==> config.mk <==
export PLATFORM = sky130hd
export DESIGN_NAME = dmem_arbiter_flat
export DESIGN_NICKNAME = d
export VERILOG_FILES = /design/src/rtl/dmem_pkg.sv /design/src/rtl/dmem_arbiter_if.sv /design/src/rtl/dmem_access_check.sv /design/src/rtl/dmem_arbiter.sv /design/src/flat_wrapper.sv
export SDC_FILE = /design/constraint.sdc
export NUM_CORES = 1
export LEC_CHECK = 0
export ABC_AREA = 1
export CORE_ASPECT_RATIO = 1.4
export CORE_MARGIN = 5
export CORE_UTILIZATION = 30
export CTS_BUF_LIST = sky130_fd_sc_hd__clkbuf_4 sky130_fd_sc_hd__clkbuf_8
export CTS_CLUSTER_DIAMETER = 80
export DETAILED_ROUTE_END_ITERATION = 10
export HOLD_SLACK_MARGIN = 0.12
export PLACE_DENSITY_LB_ADDON = 0.25
export SETUP_SLACK_MARGIN = 0.2
export SLEW_MARGIN = 0
export SYNTH_ARGS = -nofsm -noshare
export SYNTH_HDL_FRONTEND = slang
export SYNTH_HIERARCHICAL = 1
export SYNTH_SLANG_ARGS = --single-unit
==> constraint.sdc <==
create_clock -name clk -period 2.11 [get_ports clk]
set_input_delay 0.211 -clock clk [delete_from_list [all_inputs] [get_ports clk]]
set_output_delay 0.211 -clock clk [all_outputs]
set_load 0.02 [all_outputs]
==> src/rtl/dmem_pkg.sv <==
// dmem_pkg: shared funct3 codes, arbiter states and latched request type for the dmem path
package dmem_pkg;
    localparam int DMEM_AW = 32;
    localparam logic [2:0] F3_B  = 3'd0;
    localparam logic [2:0] F3_H  = 3'd1;
    localparam logic [2:0] F3_W  = 3'd2;
    localparam logic [2:0] F3_BU = 3'd4;
    localparam logic [2:0] F3_HU = 3'd5;
    typedef enum logic [1:0] {IDLE, ACCESS, RESP} arb_state_t;
    typedef struct packed {
        logic               we;
        logic [DMEM_AW-1:0] addr;
        logic [2:0]         funct3;
        logic [31:0]        wdata;
    } req_t;
endpackage

==> src/rtl/dmem_arbiter_if.sv <==
// dmem_arbiter_if: two-port valid/ready request bus with per-port one-cycle response pulse
interface dmem_arbiter_if #(parameter int ADDR_W = 32);
    logic [1:0]             req_valid;
    logic [1:0]             req_ready;
    logic [1:0]             req_we;
    logic [1:0][ADDR_W-1:0] req_addr;
    logic [1:0][2:0]        req_funct3;
    logic [1:0][31:0]       req_wdata;
    logic [1:0]             rsp_valid;
    logic                   rsp_err;
    logic [31:0]            rsp_data;
    modport master (
        output req_valid, req_we, req_addr, req_funct3, req_wdata,
        input  req_ready, rsp_valid, rsp_err, rsp_data
    );
    modport slave (
        input  req_valid, req_we, req_addr, req_funct3, req_wdata,
        output req_ready, rsp_valid, rsp_err, rsp_data
    );
endinterface

==> src/rtl/dmem_access_check.sv <==
// dmem_access_check: flags illegal funct3 or misaligned addresses for RV32 loads/stores
module dmem_access_check
    import dmem_pkg::*;
(
    input  logic       i_we,
    input  logic [1:0] i_addr_lo,
    input  logic [2:0] i_funct3,
    output logic       o_err
);
    logic w_f3_ok, w_align_ok;
    assign w_f3_ok = i_we ? (i_funct3 inside {F3_B, F3_H, F3_W})
                          : (i_funct3 inside {F3_B, F3_H, F3_W, F3_BU, F3_HU});
    assign w_align_ok = (i_funct3[1:0] == 2'd1) ? !i_addr_lo[0] :
                        (i_funct3[1:0] == 2'd2) ? (i_addr_lo == 2'b00) : 1'b1;
    assign o_err = !(w_f3_ok && w_align_ok);
endmodule

==> src/rtl/dmem_arbiter.sv <==
// dmem_arbiter: shares dmem between two requesters, port 0 priority with a starvation guard for port 1
module dmem_arbiter
    import dmem_pkg::*;
#(
    parameter int MAX_WAIT = 4,
    parameter int ADDR_W   = DMEM_AW
) (
    input  logic              clk,
    input  logic              rst,
    dmem_arbiter_if.slave     bus,
    output logic              o_mem_read,
    output logic              o_mem_write,
    output logic [ADDR_W-1:0] o_mem_addr,
    output logic [2:0]        o_mem_funct3,
    output logic [31:0]       o_mem_wdata,
    input  logic [31:0]       i_mem_rdata
);
    localparam int WW = $clog2(MAX_WAIT + 1);
    localparam logic [WW-1:0] WAIT_MAX = WW'(MAX_WAIT);
    arb_state_t    r_state, w_next;
    req_t          r_req, w_req;
    logic          r_port, r_err, w_err, w_gnt0, w_gnt1, w_fire, w_sel;
    logic [WW-1:0] r_wait;
    logic [31:0]   r_rsp_data;
    assign w_gnt1 = (r_state == IDLE) && bus.req_valid[1] && (!bus.req_valid[0] || r_wait >= WAIT_MAX);
    assign w_gnt0 = (r_state == IDLE) && bus.req_valid[0] && !w_gnt1;
    assign w_fire = w_gnt0 || w_gnt1;
    assign w_sel  = w_gnt1;
    assign w_req  = '{we: bus.req_we[w_sel], addr: DMEM_AW'(bus.req_addr[w_sel]),
                      funct3: bus.req_funct3[w_sel], wdata: bus.req_wdata[w_sel]};
    dmem_access_check u_check (
        .i_we      (w_req.we),
        .i_addr_lo (w_req.addr[1:0]),
        .i_funct3  (w_req.funct3),
        .o_err     (w_err)
    );
    assign o_mem_addr    = ADDR_W'(r_req.addr);
    assign o_mem_funct3  = r_req.funct3;
    assign o_mem_wdata   = r_req.wdata;
    assign bus.rsp_data  = r_rsp_data;
    assign bus.req_ready = {w_gnt1, w_gnt0};
    always_comb begin
        w_next        = r_state;
        bus.rsp_valid = 2'b00;
        bus.rsp_err   = 1'b0;
        o_mem_read    = 1'b0;
        o_mem_write   = 1'b0;
        case (r_state)
            IDLE:    w_next = w_fire ? ACCESS : IDLE;
            ACCESS: begin
                w_next      = RESP;
                o_mem_read  = !r_err && !r_req.we;
                o_mem_write = !r_err && r_req.we;
            end
            RESP: begin
                w_next        = IDLE;
                bus.rsp_valid = {r_port, !r_port};
                bus.rsp_err   = r_err;
            end
            default: w_next = IDLE;
        endcase
    end
    always_ff @(posedge clk) begin
        if (rst) begin
            r_state    <= IDLE;
            r_req      <= '0;
            r_port     <= 1'b0;
            r_err      <= 1'b0;
            r_wait     <= '0;
            r_rsp_data <= '0;
        end else begin
            r_state <= w_next;
            r_wait  <= (!bus.req_valid[1] || w_gnt1) ? '0 :
                       (r_wait < WAIT_MAX) ? r_wait + 1'b1 : r_wait;
            if (w_fire) begin
                r_req  <= w_req;
                r_port <= w_sel;
                r_err  <= w_err;
            end
            if (r_state == ACCESS) r_rsp_data <= r_err ? '0 : (i_mem_rdata & {32{!r_req.we}});
        end
    end
endmodule

==> src/flat_wrapper.sv <==
// flat-port wrapper written by rule: the top's interface ports become plain ports
module dmem_arbiter_flat import dmem_pkg::*;
#(
    parameter int MAX_WAIT = 4,
    parameter int ADDR_W   = DMEM_AW
)
  (clk, rst, o_mem_read, o_mem_write, o_mem_addr, o_mem_funct3, o_mem_wdata, i_mem_rdata, bus_req_valid, bus_req_we, bus_req_addr, bus_req_funct3, bus_req_wdata, bus_req_ready, bus_rsp_valid, bus_rsp_err, bus_rsp_data);
  dmem_arbiter_if #(.ADDR_W(ADDR_W)) bus_i ();
  input  logic clk;
  input  logic rst;
  output logic o_mem_read;
  output logic o_mem_write;
  output logic [ADDR_W-1:0] o_mem_addr;
  output logic [2:0] o_mem_funct3;
  output logic [31:0] o_mem_wdata;
  input  logic [31:0] i_mem_rdata;
  input wire logic [$bits(bus_i.req_valid)-1:0] bus_req_valid;
  input wire logic [$bits(bus_i.req_we)-1:0] bus_req_we;
  input wire logic [$bits(bus_i.req_addr)-1:0] bus_req_addr;
  input wire logic [$bits(bus_i.req_funct3)-1:0] bus_req_funct3;
  input wire logic [$bits(bus_i.req_wdata)-1:0] bus_req_wdata;
  output wire logic [$bits(bus_i.req_ready)-1:0] bus_req_ready;
  output wire logic [$bits(bus_i.rsp_valid)-1:0] bus_rsp_valid;
  output wire logic [$bits(bus_i.rsp_err)-1:0] bus_rsp_err;
  output wire logic [$bits(bus_i.rsp_data)-1:0] bus_rsp_data;
  assign bus_i.req_valid = bus_req_valid;
  assign bus_i.req_we = bus_req_we;
  assign bus_i.req_addr = bus_req_addr;
  assign bus_i.req_funct3 = bus_req_funct3;
  assign bus_i.req_wdata = bus_req_wdata;
  assign bus_req_ready = bus_i.req_ready;
  assign bus_rsp_valid = bus_i.rsp_valid;
  assign bus_rsp_err = bus_i.rsp_err;
  assign bus_rsp_data = bus_i.rsp_data;
  dmem_arbiter #(.MAX_WAIT(MAX_WAIT), .ADDR_W(ADDR_W)) u_core (.clk(clk), .rst(rst), .bus(bus_i), .o_mem_read(o_mem_read), .o_mem_write(o_mem_write), .o_mem_addr(o_mem_addr), .o_mem_funct3(o_mem_funct3), .o_mem_wdata(o_mem_wdata), .i_mem_rdata(i_mem_rdata));
endmodule
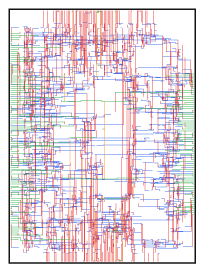
run_1/wires.png
(1.5 px per um)
Red marks metal 2, wire length 8640 um. Orange marks metal 4, wire length 453 um. Blue marks metal 1, wire length 6400 um. Green marks metal 3, wire length 2030 um.
All-Layer GR Usage: 16.32%
Post-Route WL: 17530 um
DR vias: 5398
per-cell routed wire length: 14.33 um

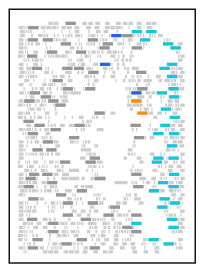
run_1/flops_by_reg.png
(1.5 px per um)
Cyan marks u_core/bus.rsp_data, flops 32, where a vertical strip on the right. Blue marks u_core/o_mem_funct3, flops 3. Orange marks u_core/r_state, flops 2.
Another 70 sequential cells are not colored.
Seq/total area: 26.50%
P_seq: 2.30 mW
Storage cell area: 2143 sq um

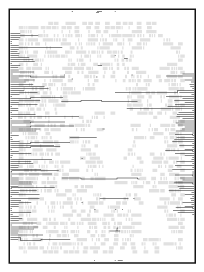
run_1/layer_met3.png
(1.5 px per um) Cells faint in the background.
183 nets have wire on it. The longest straight run is 45.3 um. The layer holds 12% of the routed length. The layer carries 2030 um of wire. The wires run mostly horizontal.
met3 Usage GRT: 7.550%

==> impl_metrics.csv, run 1 <==
group,metric,value,unit
detailed_routing,drtPass1Iterations,4,
finish,nMultiInputCombCells,473,
hold_path,min_from,"rst",
sta,drv_slew,0,
sta,fin_skew,0.01004,ns
synth,synth-main-ff-cell,"dfxtp_1",
synth,async_flop_share,0,%
clock_network,ctsHoldBuffers,0,
floorplan,taps,236,
outcome,status,"complete, no violations",
finish,buf_share,37.00,%
sta,fmax,567.6,MHz
critical_path,crit_required,1.90,ns
synth,ys_types,23,
pwr,pwr-share-clk,23.1,%
clock_network,clk_latency,0.36,ns
finish,area_share_clock_buf_inv,2.057,%
finish,sh_comb_area,26.34,%
floorplan,num_rows,57,
synth,syn_nets,968,
sta,hold_viol_final,0,
clock_network,htreeDepth,3,
critical_path,timing.rr.end,"u_core/r_err",
grt,antenna_found_initial,0,
sta,slew_headroom,66.80,%
pwr,top_power_group,"registers",
grt,met2_usage,29.04,%
pwr,powerComb,1.59,mW
pwr,powerDensity,624.5,nW/um^2
clock_network,post-cts-setup-buffer-count,0,
placed_design,place_hpwl,13080,um
grt,grt_pass1_vias,5209,
synth,xor_share,0.1635,%
finish,n_sequential_cell,107,
pwr,ir_worst_vdd,0.3987,mV
detailed_routing,drc_errors,0,
synth,ys_ff,107,
critical_path,cp_top_family,"buffers and inverters",
sta,worst_pin_slew,0.4980,ns
placed_design,portBuffers,277,
sta,final.setup.worst_slack,0.3481,ns
sta,whs,0.2088,ns
placed_design,place_congestion,0.7817,
placed_design,dp.cells,1208,
finish,combGateArea,2131,sq um
finish,area.growth.synth_to_final,51.02,%
pwr,p_switching,1.575,mW
synth,yosysCellCount,795,
finish,largestClassByArea,"non-clock buffers",
pwr,seqPwrFrac,45.5,%
run_1/congestion.png
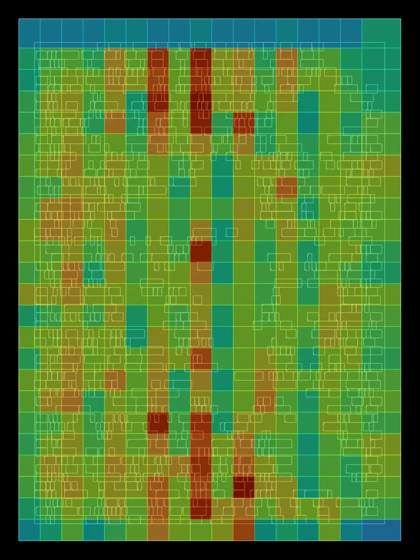

--- run 2 (diff from run 1) ---
==> constraint.sdc (replaced) <==
create_clock -name clk -period 1.46 [get_ports clk]
set_input_delay 0.146 -clock clk [delete_from_list [all_inputs] [get_ports clk]]
set_output_delay 0.146 -clock clk [all_outputs]
set_load 0.02 [all_outputs]
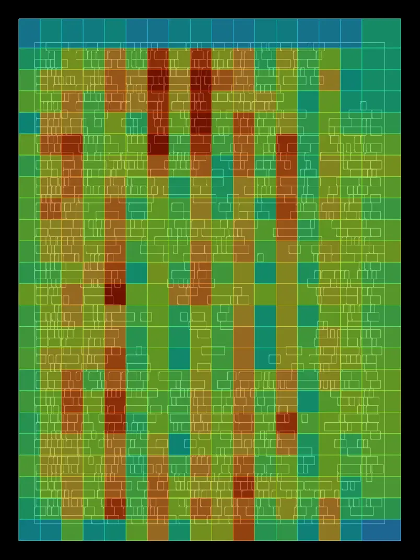
run_2/congestion.png
All-Layer GR Usage: 16.96%
Final Core Density: 52.05%
per-cell routed wire length: 14.98 um
met2 Use GR: 30.90%

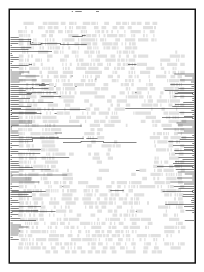
run_2/layer_met3.png
(1.5 px per um) Cells faint in the background.
The longest straight run is 49.2 um. The wires run mostly horizontal. The layer holds 10% of the routed length. 182 nets have wire on it. The layer carries 1940 um of wire.
Post-Route WL: 19050 um
DR vias: 5638
met3 Usage GRT: 6.376%

==> run 2 against run 1 <==
  * Critical endpoint is now u_core/o_mem_addr[11]
  * The run now ends with negative setup slack left
  * Via count rose by 4.4%
  * Setup slack got worse by 0.42 ns
  * Core utilization increased by 5.8 points
  * Sequential share of layout area is 2.9 points lower
  * Critical path depth grew 5
  * Count of clock-buffer cells in the layout is the same
  * Clock power grew 93%
  * Largest cell class unchanged
  * Highest routed layer unchanged
  * Combinational power rose by about 70%
  * Cell area grew 12%
  * Clock skew grew 0.0026 ns
==> impl_metrics.csv, run 2 <==
group,metric,value,unit
clock_network,post-cts-setup-buffer-count,14,
clock_network,htreeDepth,3,
finish,seq_share,23.59,%
synth,xor_share,0.1635,%
placed_design,place_hpwl,13360,um
placed_design,portBuffers,277,
sta,whs,0.1783,ns
pwr,powerDensity,910.6,nW/um^2
sta,final.setup.worst_slack,-0.07249,ns
synth,async_flop_share,0,%
detailed_routing,drtPass1Iterations,5,
floorplan,taps,236,
critical_path,timing.rr.end,"u_core/o_mem_addr[11]",
finish,largestClassByArea,"non-clock buffers",
placed_design,dp.cells,1227,
finish,area.sequential,2146,sq um
synth,ys_ff,107,
pwr,pwr-share-clk,27.3,%
sta,slew_headroom,81.48,%
pwr,seq-power,3.32,mW
pwr,powerComb,2.70,mW
sta,fmax,652.5,MHz
pwr,p_switching,2.504,mW
finish,area.growth.synth_to_final,69.80,%
sta,worst_pin_slew,0.2769,ns
grt,antenna_found_initial,0,
clock_network,clk_latency,0.39,ns
sta,drv_slew,0,
outcome,status,"finished with violations",
clock_network,ctsHoldBuffers,1,
sta,fin_skew,0.01262,ns
critical_path,crit_required,1.78,ns
synth,syn_nets,968,
pwr,ir_worst_vdd,0.4711,mV
critical_path,cp_top_family,"buffers and inverters",
finish,combGateArea,2431,sq um
sta,setup_violations,52,
finish,nMultiInputCombCells,473,
hold_path,min_from,"rst",
grt,grt_pass1_vias,5281,
pwr,top_power_group,"registers",
outcome,violations,"negative setup slack",
floorplan,num_rows,57,
synth,yosysCellCount,795,
finish,area_share_clock_buf_inv,2.751,%
run_2/flops_by_reg.png
(1.5 px per um)
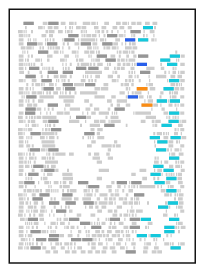

--- run 3 (diff from run 2) ---
--- a/config.mk
+++ b/config.mk
@@ -12,6 +12,7 @@
 export CTS_BUF_LIST = sky130_fd_sc_hd__clkbuf_4 sky130_fd_sc_hd__clkbuf_8
 export CTS_CLUSTER_DIAMETER = 80
 export DETAILED_ROUTE_END_ITERATION = 10
+export GPL_TIMING_DRIVEN = 0
 export HOLD_SLACK_MARGIN = 0.12
 export PLACE_DENSITY_LB_ADDON = 0.25
 export SETUP_SLACK_MARGIN = 0.2
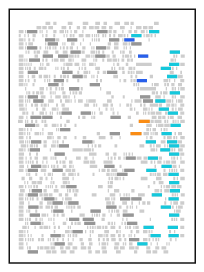
run_3/flops_by_reg.png
(1.5 px per um)
Orange marks u_core/r_state, flops 2. Cyan marks u_core/bus.rsp_data, flops 32, where a vertical strip on the right. Blue marks u_core/o_mem_funct3, flops 3.
Another 70 sequential cells are not colored.
Final Core Density: 50.03%
P_seq: 3.33 mW
Storage cell area: 2152 sq um
Seq/total area: 24.62%

==> run 3 against run 2 <==
  * Total power is 4.3% lower
  * Routed wire length decreased by 3.1%
  * Setup slack worse by 0.19 ns
  * Highest routed layer unchanged
  * Cell area is 3.9% lower
  * Synthesized area did not move
  * Critical path depth is 1 lower
  * The flow still finishes with violations (negative setup slack)
  * Die size stayed put
  * Core utilization decreased by 2.0 points
  * Count of clock-buffer cells in the layout decreased by 1
  * Critical path type is now flip-flop to output pin
  * Hold slack better by 0.14 ns
==> impl_metrics.csv, run 3 <==
group,metric,value,unit
sta,drv_slew,0,
synth,async_flop_share,0,%
pwr,top_power_group,"registers",
floorplan,taps,236,
finish,largestClassByArea,"non-clock buffers",
pwr,powerDensity,906.6,nW/um^2
sta,whs,0.3184,ns
outcome,violations,"negative setup slack",
pwr,powerComb,2.55,mW
sta,slew_headroom,64.49,%
clock_network,ctsHoldBuffers,0,
sta,fin_skew,0.01129,ns
detailed_routing,drtPass1Iterations,4,
placed_design,portBuffers,277,
sta,setup_violations,60,
finish,nMultiInputCombCells,473,
pwr,p_switching,2.394,mW
grt,grt_use_total,17.58,%
critical_path,crit_required,1.31,ns
sta,final.setup.worst_slack,-0.2607,ns
finish,combGateArea,2160,sq um
clock_network,post-cts-setup-buffer-count,9,
synth,yosysCellCount,795,
grt,grt_pass1_vias,5591,
grt,met2_usage,31.83,%
critical_path,timing.rr.end,"u_core/r_err",
sta,worst_pin_slew,0.5326,ns
pwr,ir_worst_vdd,0.3782,mV
synth,ys_ff,107,
detailed_routing,routedWlPerCell,13.80,um
grt,antenna_found_initial,0,
clock_network,clk_latency,0.38,ns
hold_path,min_from,"i_mem_rdata[5]",
clock_network,htreeDepth,3,
finish,area_share_clock_buf_inv,2.519,%
critical_path,cp_top_family,"buffers and inverters",
synth,syn_nets,968,
pwr,pwr-share-clk,25.8,%
outcome,status,"finished with violations",
synth,adder_share,0.2336,%
placed_design,place_hpwl,14710,um
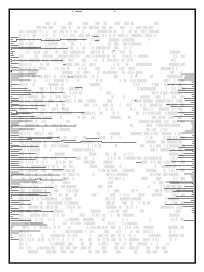
run_3/layer_met3.png
(1.5 px per um) Cells faint in the background.
The layer carries 1950 um of wire. The longest straight run is 45.3 um.
met3 Usage GRT: 6.879%
Post-Route WL: 18470 um
DR vias: 5658

Power and IR drop assume default switching activity.
